--- config.mk ---
export PLATFORM = sky130hd
export DESIGN_NAME = sram_arbiter
export DESIGN_NICKNAME = d
export VERILOG_FILES = /design/src/rtl/sram_arbiter.sv
export SDC_FILE = /design/constraint.sdc
export NUM_CORES = 1
export LEC_CHECK = 0
export CAP_MARGIN = 20
export CORE_MARGIN = 2
export CORE_UTILIZATION = 45
export CTS_BUF_LIST = sky130_fd_sc_hd__clkbuf_4
export CTS_CLUSTER_SIZE = 24
export DETAILED_ROUTE_END_ITERATION = 8
export PLACE_DENSITY_LB_ADDON = 0.12
export SETUP_SLACK_MARGIN = 0.3
export SLEW_MARGIN = 10
export SYNTH_ARGS = -nofsm -noshare
export SYNTH_HDL_FRONTEND = slang
export SYNTH_SLANG_ARGS = --single-unit
--- constraint.sdc ---
create_clock -name clk -period 8.95 [get_ports clk]
set_input_delay 1.79 -clock clk [delete_from_list [all_inputs] [get_ports clk]]
set_output_delay 1.79 -clock clk [all_outputs]
set_load 0.03 [all_outputs]
--- src/rtl/sram_arbiter.sv ---
// -----------------------------------------------------------------------------
// sram_arbiter
//
// Shares a single SRAM controller between two requesters. One 32-bit read or
// write is serviced at a time: the winning request is latched into the
// controller command registers, the controller is driven until its freeze
// drops, then the winner receives its read data (for reads) and a one-cycle
// ready pulse. Simultaneous requests are resolved round-robin.
//
// Ports:
//   clk, rst                 clock, asynchronous active-high reset
//   reqN_read / reqN_write   per-port request, held until reqN_ready
//   reqN_addr / reqN_wdata   per-port access address and write data
//   reqN_rdata               per-port read data, held until next read done
//   reqN_ready               per-port one-cycle completion pulse
//   reqN_stall               per-port freeze: request pending and not ready
//   ctrl_mem_read/write      command strobes to the SRAM controller
//   ctrl_address/ctrl_data   latched address / write data to the controller
//   ctrl_data_out            read data from the controller
//   ctrl_freeze              controller busy; low while driven = access done
//   grant                    port owning the controller (BUSY/RELEASE)
// -----------------------------------------------------------------------------
module sram_arbiter #(
    parameter int ADDR_W = 18,
    parameter int DATA_W = 32
) (
    input  logic              clk,
    input  logic              rst,

    input  logic              req0_read,
    input  logic              req0_write,
    input  logic [ADDR_W-1:0] req0_addr,
    input  logic [DATA_W-1:0] req0_wdata,
    output logic [DATA_W-1:0] req0_rdata,
    output logic              req0_ready,
    output logic              req0_stall,

    input  logic              req1_read,
    input  logic              req1_write,
    input  logic [ADDR_W-1:0] req1_addr,
    input  logic [DATA_W-1:0] req1_wdata,
    output logic [DATA_W-1:0] req1_rdata,
    output logic              req1_ready,
    output logic              req1_stall,

    output logic              ctrl_mem_read,
    output logic              ctrl_mem_write,
    output logic [ADDR_W-1:0] ctrl_address,
    output logic [DATA_W-1:0] ctrl_data,
    input  logic [DATA_W-1:0] ctrl_data_out,
    input  logic              ctrl_freeze,

    output logic              grant
);

    typedef enum logic [1:0] {
        IDLE    = 2'd0,
        BUSY    = 2'd1,
        RELEASE = 2'd2
    } state_t;

    state_t            state;
    state_t            next_state;

    logic              req0_any;
    logic              req1_any;
    logic              last_grant;
    logic              win;
    logic              sel_write;
    logic [ADDR_W-1:0] sel_addr;
    logic [DATA_W-1:0] sel_wdata;

    assign req0_any = req0_read | req0_write;
    assign req1_any = req1_read | req1_write;

    // Stall is combinational so a master freezes in the very cycle it asks.
    assign req0_stall = req0_any & ~req0_ready;
    assign req1_stall = req1_any & ~req1_ready;

    // Next-state and winner selection.
    always_comb begin
        // NOTE: every signal gets a default first so no path leaves it
        // unassigned, which would otherwise infer a latch.
        next_state = state;
        win        = 1'b0;
        sel_write  = 1'b0;
        sel_addr   = '0;
        sel_wdata  = '0;

        // Tie goes to the port that was not granted last time.
        if (req0_any && req1_any) begin
            win = ~last_grant;
        end else begin
            win = req1_any;
        end

        // Write takes priority when a port raises read and write together.
        if (win) begin
            sel_write = req1_write;
            sel_addr  = req1_addr;
            sel_wdata = req1_wdata;
        end else begin
            sel_write = req0_write;
            sel_addr  = req0_addr;
            sel_wdata = req0_wdata;
        end

        case (state)
            IDLE: begin
                if (req0_any || req1_any) begin
                    next_state = BUSY;
                end
            end
            BUSY: begin
                if (!ctrl_freeze) begin
                    next_state = RELEASE;
                end
            end
            RELEASE: begin
                next_state = IDLE;
            end
            default: begin
                next_state = IDLE;
            end
        endcase
    end

    // NOTE: state and all registered outputs use non-blocking assignments so
    // every flop samples pre-edge values regardless of statement order.
    always_ff @(posedge clk or posedge rst) begin
        if (rst) begin
            state <= IDLE;
        end else begin
            state <= next_state;
        end
    end

    // Command, handshake and read-data registers. The rdata registers are
    // plain flops with a reset value, not a memory, so clearing them is cheap.
    always_ff @(posedge clk or posedge rst) begin
        if (rst) begin
            ctrl_mem_read  <= 1'b0;
            ctrl_mem_write <= 1'b0;
            ctrl_address   <= '0;
            ctrl_data      <= '0;
            req0_rdata     <= '0;
            req1_rdata     <= '0;
            req0_ready     <= 1'b0;
            req1_ready     <= 1'b0;
            grant          <= 1'b0;
            last_grant     <= 1'b1;
        end else begin
            case (state)
                IDLE: begin
                    if (next_state == BUSY) begin
                        // The controller strobes double as the latched opcode.
                        grant          <= win;
                        last_grant     <= win;
                        ctrl_mem_write <= sel_write;
                        ctrl_mem_read  <= ~sel_write;
                        ctrl_address   <= sel_addr;
                        ctrl_data      <= sel_wdata;
                    end
                end
                BUSY: begin
                    if (!ctrl_freeze) begin
                        // Dropping the strobes for RELEASE lets the controller
                        // return its internal counter to zero.
                        ctrl_mem_read  <= 1'b0;
                        ctrl_mem_write <= 1'b0;
                        if (ctrl_mem_read) begin
                            if (grant) begin
                                req1_rdata <= ctrl_data_out;
                            end else begin
                                req0_rdata <= ctrl_data_out;
                            end
                        end
                        if (grant) begin
                            req1_ready <= 1'b1;
                        end else begin
                            req0_ready <= 1'b1;
                        end
                    end
                end
                RELEASE: begin
                    req0_ready <= 1'b0;
                    req1_ready <= 1'b0;
                end
                default: begin
                    req0_ready <= 1'b0;
                    req1_ready <= 1'b0;
                end
            endcase
        end
    end

endmodule

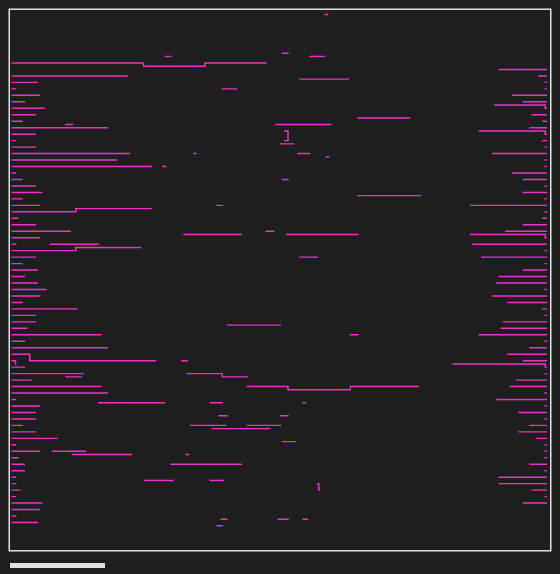
*The metal 3 layer*
Bar = 20 µm.
The layer holds 7.8% of the routed length. The wires run mostly horizontal. The longest straight run is 29.2 µm.
number of vias after detailed routing: 4734
Total Routed Length: 15.4 mm
global routing usage on met3: 0.0728

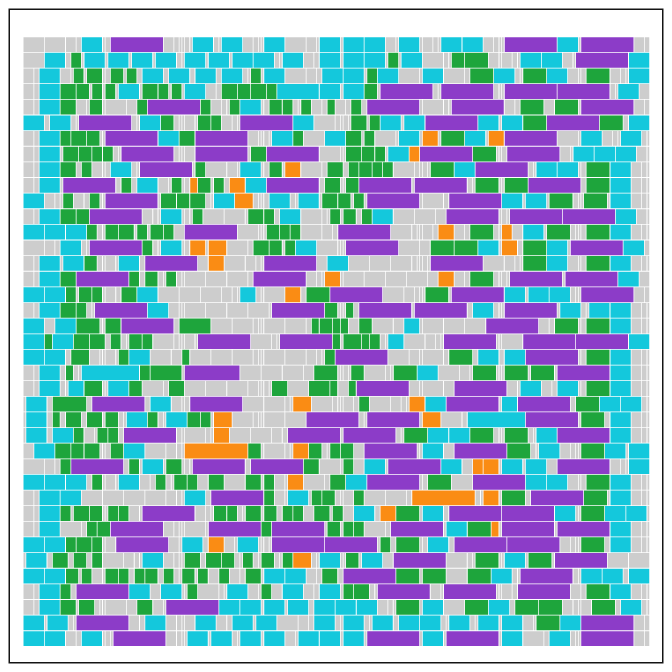
*Cell classes on the final placement*
Fill, decap, tap and diode cells in grey.
Key: orange = clock drivers and dummy loads [cells 32]; purple = flops [cells 122]; green = combinational and other logic [cells 297]; cyan = other buffers and delay cells [cells 267]
core box area: 0.0116 mm²
final design utilization: 0.722

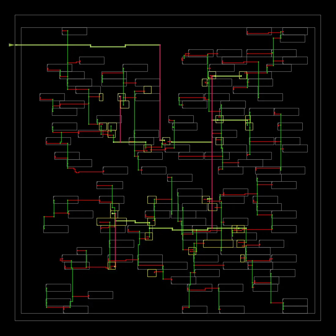
*The clock network*
worst clock skew: 0.0232 ns
Clock Buffer Count: 17

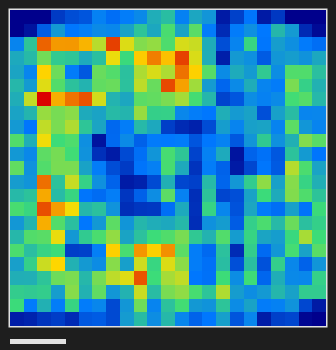
*Signal metal coverage by tile*
Bar = 20 µm. 23 x 23 tiles, from dark blue (low) to red (high), scaled to the fullest tile. Values are wire area over tile area, all layers added.
The mean over all tiles is 0.20. 27% of the tiles are over half the peak. The fullest tile reaches 0.50. 1.7% of the tiles are nearly empty. The densest ninth of the die: top middle. The emptiest ninth of the die: middle.

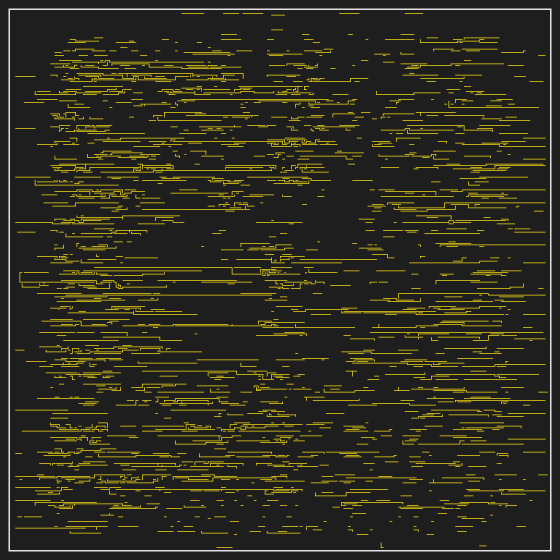
*The metal 1 layer*
The layer carries 6070 µm of wire. The layer holds 39% of the routed length. 728 nets have wire on it.
met1 routing resource usage after global routing: 0.289

==> Implementation_results.wiki <==
=== Synthesis and place and route ===
{| class="wikitable"
! Metric !! Value
|-
| Total power density per cell area || 376 mW/mm²
|-
| Non-clock inverter instance count of the final layout || 5
|-
| Number of gates given a new drive strength after cts || 0
|-
| Lkg Pwr || 3.34 nW
|-
| Number of sinks driven by the clock tree || 122
|-
| CTS clock-pin slew for the worst setup and hold paths || 0.11 ns
|-
| Share of layout cells above drive strength 1 || 0.149
|-
| Number of cells after detailed placement || 827
|-
| FF+latch area || 0.00305 mm²
|-
| Count of tool warnings || 28
|-
| Clock tree cell share of total cell area || 0.0332
|-
| Type of the worst setup path || input port to output pin
|-
| Async S/R FF share, synth || 1.00
|-
| Sequential cell count || 122
|-
| Transition at the pin with the smallest max-transition slack || 1.01 ns
|-
| Total standard cell area after synthesis || 0.00539 mm²
|-
| Die Wd || 113 µm
|-
| Antenna Cells || 0
|-
| Non-filler cells, final || 861
|-
| Number of distinct standard cells referenced by the synthesized netlist || 27
|-
| Wire length of the first global-routing pass || 24.2 mm
|-
| Run status || finished clean
|-
| Crit path time final || 5.02 ns
|-
| Maximum clock path buffer count || 2
|-
| HPWL after detailed placement || 10.7 mm
|}
-- worst max-delay path, cell delays in order --
cell	delay, ns
sky130_fd_sc_hd__clkdlybuf4s50_1	0.59
sky130_fd_sc_hd__nor2_1	0.09
sky130_fd_sc_hd__nor2_1	0.09
sky130_fd_sc_hd__clkdlybuf4s50_1	0.67
-- where the power goes --
part | internal [mW] | total, mW | switching, mW | leakage (nW)
sequential | 0.827 | 0.987 | 0.161 | 1.44
combinational | 0.770 | 1.77 | 1.00 | 1.75
clock | 0.166 | 0.380 | 0.214 | 0.147
total | 1.76 | 3.14 | 1.38 | 3.34
-- sequential cells by signal (all words and copies together) (netlist names), 2 cells and up --
signal        flops
req0_rdata       32
state             2
ctrl_data        32
req1_rdata       32
ctrl_address     18
-- metal layers --
metal | GRT usage | part of all wire | up-vias
met5 | 0 | 0 | -
met4 | 0.0837 | 0.023 | 0
met3 | 0.0728 | 0.078 | 30
met2 | 0.404 | 0.50 | 215
met1 | 0.289 | 0.39 | 2292
li1 | - | - | 2197
-- placed cells by master, fill, tap and decap left out, drive strengths merged --
| master | Yosys | routed |
|---|---|---|
| buf | 14 | 8 |
| clkinv | 0 | 9 |
| or4 | 1 | 1 |
| nand2 | 3 | 3 |
| or3b | 1 | 1 |
| a21boi | 1 | 1 |
| and3 | 1 | 1 |
| dfrtp | 121 | 121 |
| and2 | 2 | 2 |
| clkinvlp | 0 | 2 |
| o32ai | 1 | 1 |
| o21ai | 52 | 52 |
| bufinv | 0 | 2 |
| mux2i | 1 | 1 |
| clkdlybuf4s50 | 0 | 259 |
| nor2 | 8 | 8 |
| a31oi | 52 | 52 |
| dfstp | 1 | 1 |
| o21a | 1 | 1 |
| nand3 | 1 | 1 |
| inv | 5 | 7 |
| a21oi | 50 | 50 |
| clkbuf | 31 | 17 |
| mux2 | 67 | 67 |
| nand3b | 50 | 50 |
-- stage by stage --
| stage | power, mW | area (µm²) | hold WS, ns | setup slack (ns) |
|---|---|---|---|---|
| detailed placement | 2.77 | 8030 | 0.481 | 3.93 |
| global placement | 2.72 | 8000 | 0.469 | 3.95 |
| finish | 3.14 | 8350 | 0.502 | 3.93 |
| CTS | 3.15 | 8310 | 0.506 | 3.93 |
| floorplan | 2.02 | 5390 | 0.457 | 3.92 |
| global route | 3.31 | 8350 | 0.515 | 3.83 |
-- worst paths after layout --
path	from	endpoint	slack, ns	cells after the start
setup / recovery	req0_write	req0_stall	3.93	4
hold / removal	req0_rdata[31]	req0_rdata[31]	0.50	1
setup reg to reg	state[0]	grant	6.55	4
hold reg to reg	req0_rdata[31]	req0_rdata[31]	0.50	1
max in group asynchronous	rst	last_grant	6.25	4
min in group asynchronous	rst	req1_rdata[25]	1.64	2
-- cell families (layout without fill, tap and decap cells) --
logic type      after synthesis  in the layout  synth area share
flops                       122            122             0.566
buf+inv                      50            304            0.0464
compound gates              157            157             0.159
mux                          68             68             0.143
simple gates                 67             67            0.0847
No activity file was given, so power comes from the tool's default toggle rates.
